$ cat config.mk
export PLATFORM = sky130hd
export DESIGN_NAME = dl_uart_rx
export DESIGN_NICKNAME = d
export VERILOG_FILES = /design/src/rtl/dl_uart_rx_pkg.sv /design/src/rtl/dl_sync2.sv /design/src/rtl/dl_uart_rx.sv
export SDC_FILE = /design/constraint.sdc
export NUM_CORES = 1
export LEC_CHECK = 0
export ABC_AREA = 1
export CORE_ASPECT_RATIO = 2
export CORE_UTILIZATION = 56
export CTS_CLUSTER_DIAMETER = 120
export CTS_CLUSTER_SIZE = 24
export DETAILED_ROUTE_END_ITERATION = 12
export HOLD_SLACK_MARGIN = 0.03
export PLACE_DENSITY = 0.78
export SLEW_MARGIN = 40
export SYNTH_ARGS = -nofsm -noshare
export SYNTH_HDL_FRONTEND = slang
export SYNTH_SLANG_ARGS = --single-unit
$ cat constraint.sdc
create_clock -name clk10m -period 2.2 [get_ports clk10m]
set_clock_uncertainty 0.1 [all_clocks]
set_input_delay 0.33 -clock clk10m [delete_from_list [all_inputs] [get_ports clk10m]]
set_output_delay 0.33 -clock clk10m [all_outputs]
set_load 0.01 [all_outputs]
$ cat src/rtl/dl_uart_rx_pkg.sv
// Shared definitions for the delay-line UART receive path: frame width,
// platform clock/baud and the receiver FSM state enum.
package dl_uart_pkg;

  localparam int unsigned UART_DATA_W     = 8;
  localparam int unsigned DL_CLK_HZ       = 10000000;
  localparam int unsigned DL_UART_BAUD    = 115200;
  localparam int unsigned DL_CLKS_PER_BIT = DL_CLK_HZ / DL_UART_BAUD;

  typedef enum logic [2:0] {
    ST_IDLE,
    ST_START,
    ST_DATA,
    ST_PARITY,
    ST_STOP,
    ST_WAIT_IDLE
  } uart_rx_state_e;

endpackage

$ cat src/rtl/dl_sync2.sv
// Generic two-flop synchronizer with configurable reset value; used for
// rxd here and reusable for the tdc_start / tdc_stop inputs.
module dl_sync2 #(
  parameter logic RST_VAL = 1'b1
) (
  input  logic clk,
  input  logic rst,
  input  logic d,
  output logic q
);

  logic meta;

  always_ff @(posedge clk or posedge rst) begin
    if (rst) begin
      meta <= RST_VAL;
      q    <= RST_VAL;
    end else begin
      meta <= d;
      q    <= meta;
    end
  end

endmodule

$ cat src/rtl/dl_uart_rx.sv
// 8N1 UART receiver with valid/ready holding register, framing and overrun flags.
// Define DL_UART_RX_PARITY_EN for 8E1 framing with parity checking.
module dl_uart_rx
  import dl_uart_pkg::*;
#(
  parameter int unsigned CLKS_PER_BIT = DL_CLKS_PER_BIT
) (
  input  logic                   clk10m,
  input  logic                   rst,
  input  logic                   rxd,
  output logic [UART_DATA_W-1:0] o_rx_byte,
  output logic                   o_rx_valid,
  input  logic                   i_rx_ready,
  output logic                   o_rx_active,
  output logic                   o_frame_err,
  output logic                   o_overrun,
  output logic                   o_parity_err
);

  localparam int unsigned CNT_W = $clog2(CLKS_PER_BIT) + 1;
  // START spends CLKS_PER_BIT/2-1 cycles; the sample is taken on the last one
  localparam logic [CNT_W-1:0] HALF_LAST = CNT_W'(CLKS_PER_BIT / 2 - 2);
  localparam logic [CNT_W-1:0] BIT_LAST  = CNT_W'(CLKS_PER_BIT - 1);

  logic                   rx_s;
  logic                   rx_d;
  logic                   rx_fall;
  uart_rx_state_e         state;
  uart_rx_state_e         state_n;
  logic [CNT_W-1:0]       cnt;
  logic [2:0]             bit_idx;
  logic [UART_DATA_W-1:0] shreg;
  logic                   cnt_clr;
  logic                   cnt_inc;
  logic                   shift_en;
  logic                   stop_good;
  logic                   stop_bad;
  logic                   deliver;

  dl_sync2 #(.RST_VAL(1'b1)) u_sync_rxd (
    .clk (clk10m),
    .rst (rst),
    .d   (rxd),
    .q   (rx_s)
  );

  always_ff @(posedge clk10m or posedge rst) begin
    if (rst) rx_d <= 1'b1;
    else     rx_d <= rx_s;
  end

  assign rx_fall = rx_d & ~rx_s;

`ifdef DL_UART_RX_PARITY_EN
  logic par_en;
  logic par_bit;
  logic par_ok;

  always_ff @(posedge clk10m or posedge rst) begin
    if (rst)         par_bit <= 1'b0;
    else if (par_en) par_bit <= rx_s;
  end

  assign par_ok  = (par_bit == ^shreg);
  assign deliver = stop_good & par_ok;

  always_ff @(posedge clk10m or posedge rst) begin
    if (rst) o_parity_err <= 1'b0;
    else     o_parity_err <= stop_good & ~par_ok;
  end
`else
  assign deliver      = stop_good;
  assign o_parity_err = 1'b0;
`endif

  always_ff @(posedge clk10m or posedge rst) begin
    if (rst) state <= ST_IDLE;
    else     state <= state_n;
  end

  always_comb begin
    state_n   = state;
    cnt_clr   = 1'b0;
    cnt_inc   = 1'b0;
    shift_en  = 1'b0;
    stop_good = 1'b0;
    stop_bad  = 1'b0;
`ifdef DL_UART_RX_PARITY_EN
    par_en    = 1'b0;
`endif
    case (state)
      ST_IDLE: begin
        if (rx_fall) begin
          state_n = ST_START;
          cnt_clr = 1'b1;
        end
      end
      ST_START: begin
        if (cnt == HALF_LAST) begin
          cnt_clr = 1'b1;
          state_n = rx_s ? ST_IDLE : ST_DATA;
        end else begin
          cnt_inc = 1'b1;
        end
      end
      ST_DATA: begin
        if (cnt == BIT_LAST) begin
          cnt_clr  = 1'b1;
          shift_en = 1'b1;
          if (bit_idx == 3'd7) begin
`ifdef DL_UART_RX_PARITY_EN
            state_n = ST_PARITY;
`else
            state_n = ST_STOP;
`endif
          end
        end else begin
          cnt_inc = 1'b1;
        end
      end
`ifdef DL_UART_RX_PARITY_EN
      ST_PARITY: begin
        if (cnt == BIT_LAST) begin
          cnt_clr = 1'b1;
          par_en  = 1'b1;
          state_n = ST_STOP;
        end else begin
          cnt_inc = 1'b1;
        end
      end
`endif
      ST_STOP: begin
        if (cnt == BIT_LAST) begin
          cnt_clr = 1'b1;
          if (rx_s) begin
            stop_good = 1'b1;
            state_n   = ST_IDLE;
          end else begin
            stop_bad  = 1'b1;
            state_n   = ST_WAIT_IDLE;
          end
        end else begin
          cnt_inc = 1'b1;
        end
      end
      ST_WAIT_IDLE: begin
        if (rx_s) state_n = ST_IDLE;
      end
      default: state_n = ST_IDLE;
    endcase
  end

  always_ff @(posedge clk10m or posedge rst) begin
    if (rst) begin
      cnt     <= '0;
      bit_idx <= '0;
      shreg   <= '0;
    end else begin
      if (cnt_clr)      cnt <= '0;
      else if (cnt_inc) cnt <= cnt + 1'b1;
      if (shift_en) begin
        shreg   <= {rx_s, shreg[UART_DATA_W-1:1]};
        bit_idx <= bit_idx + 3'd1;
      end
    end
  end

  // A new byte may replace the held one only when it is being accepted this cycle
  always_ff @(posedge clk10m or posedge rst) begin
    if (rst) begin
      o_rx_byte   <= '0;
      o_rx_valid  <= 1'b0;
      o_overrun   <= 1'b0;
      o_frame_err <= 1'b0;
    end else begin
      o_overrun   <= 1'b0;
      o_frame_err <= stop_bad;
      if (deliver) begin
        if (!o_rx_valid || i_rx_ready) begin
          o_rx_byte  <= shreg;
          o_rx_valid <= 1'b1;
        end else begin
          o_overrun  <= 1'b1;
        end
      end else if (o_rx_valid && i_rx_ready) begin
        o_rx_valid <= 1'b0;
      end
    end
  end

  assign o_rx_active = (state != ST_IDLE);

endmodule

io_fan.png
Bar = 10 um.
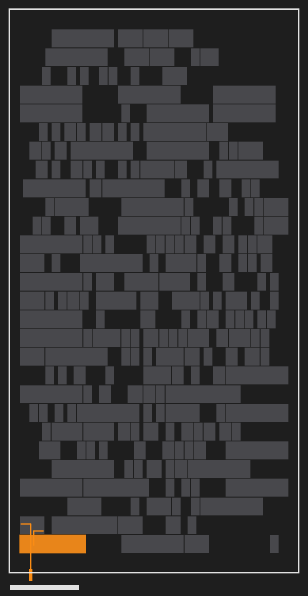
Orange stands for `rxd`, bits 1, direction input, edge south, end cells 1, buffers 1, wire 11.4 um.

congestion.png
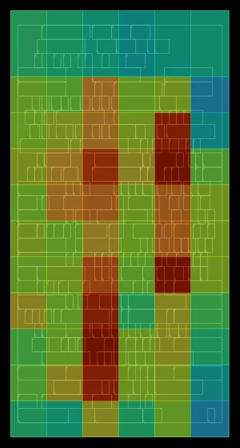
busiest grt layer: met2
grt met1 use: 23.6%
GR Util met2: 39.1%

==> impl_metrics.ini <==
; yosys + openroad results
[cells_and_area]
comb_area_share_pct = 36.2
layout_top_cells = nand2_1, dfrtp_1, nand3_1, inv_1, clkdlybuf4s50_1
diodes = 0
final_nets = 244
signal_buffers = 18

[run]
maxCapViolations = 0
warnings = 27

[setup_path]
criticalPathCategory = reg -> out
cp-start-kind = register
path_max_fanout = 5
arrival_ns = 1.54
cpMaxStageDelayCell = clkdlybuf4s50_1
crit_family = buffers and inverters

[cts]
tritoncts = built
cts_resized = 0
post_cts_buffers = 0

[logic_synthesis]
ys_sh_aoi_pct = 2.11
synthArstFlopShare_pct = 100
syn_avg_cell_area_um2 = 8.19
ff_type = dfrtp_1

[die]
taps = 30

[power]
pwr_density_cell_nw_per_um2 = 890

[placement]
gp_congestion = 0.878
dp_hpwl_um = 2470
pre_cts_ws_ns = 0.337

[global_route]
grt_max_degree = 37
antenna_found_initial = 0

[route]
routed_via_density = 5.19

[run_status]
status = complete, no violations

[sta]
rsz0062_at_grt = no
whs_ns = 0.256
fin_tns_setup_ns = 0
finalSetupViolations = 0
layer_met1.png
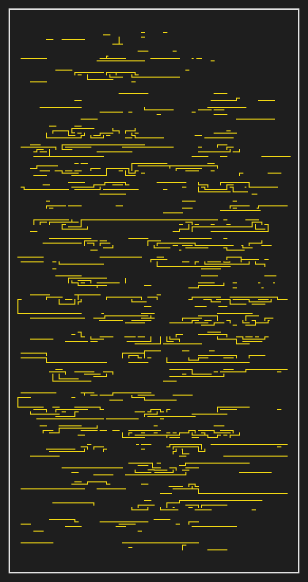
The longest straight run is 19.8 um. The wires run mostly horizontal. The layer holds 39% of the routed length. The layer carries 1310 um of wire. 215 nets have wire on it.
total wire length: 3370 um
routed via count: 1385

flops_by_reg.png
Other sequential cells in the stronger grey, the rest of the logic in the fainter grey.
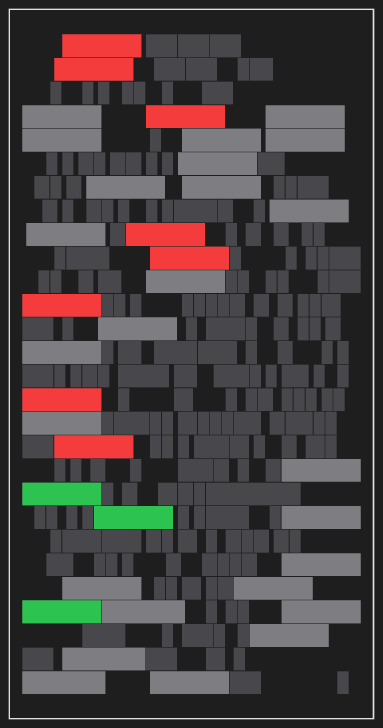
Green stands for `bit_idx`, sequential cells 3. Red stands for `o_rx_byte`, sequential cells 8.
Another 25 sequential cells are not coloured.
total area of sequential cells: 905 um2
final core occ: 69.1%
Power Sequential: 798 uW
flop share of the area: 44.0%

cells in the mapped netlist, types with 3 or more instances:
cell,n,area share [%]
nand2_1,79,17
nand4_1,3,1.1
dfrtp_1,33,46
nor2_2,3,1.1
nor2_1,12,2.5
xor2_1,5,2.5
nand3_1,27,7.6
inv_2,4,0.84
ha_1,4,2.8
buf_2,3,0.84
dfstp_2,3,4.4
inv_1,19,4.0
final timing paths:
| kind | startpoint | endpoint | cells past startpoint |
|---|---|---|---|
| setup / recovery | state[0] | o_rx_active | 3 |
| hold / removal | u_sync_rxd.meta | u_sync_rxd.q | 0 |
| setup reg to reg | cnt[1] | state[0] | 11 |
| hold reg to reg | u_sync_rxd.meta | u_sync_rxd.q | 0 |
| max in group asynchronous | rst | u_sync_rxd.q | 3 |
| min in group asynchronous | rst | cnt[7] | 3 |
sequential cells by signal, summed over array words and instances, names as in the netlist:
register,flops
bit_idx,3
cnt,8
o_frame_err,1
o_overrun,1
o_rx_byte,8
o_rx_valid,1
rx_d,1
shreg,8
state,3
u_sync_rxd.meta,1
u_sync_rxd.q,1
report_power, final:
part | total (uW) | switching (uW) | internal, uW
registers | 798 | 77.8 | 721
clock network | 552 | 217 | 336
logic | 480 | 320 | 160
per-layer routing:
layer | vias up | GRT usage (%) | wire [um] | share of wire, %
met3 | 10 | 3.96 | 82 | 2.4
met4 | 0 | 13.2 | 110 | 3.3
li1 | 708 | - | - | -
met1 | 642 | 23.6 | 1310 | 39
met2 | 25 | 39.1 | 1870 | 56
met5 | - | 0 | 0 | 0
per-stage QoR:
step,instance area (um2),power [uW],cells
6_report,2060,1830,267
5_1_grt,2060,1940,267
4_1_cts,2060,1850,267
3_5_place_dp,1950,1290,259
3_3_place_gp,1950,1270,259
2_1_floorplan,1780,1180,217
Power and IR drop assume default switching activity.
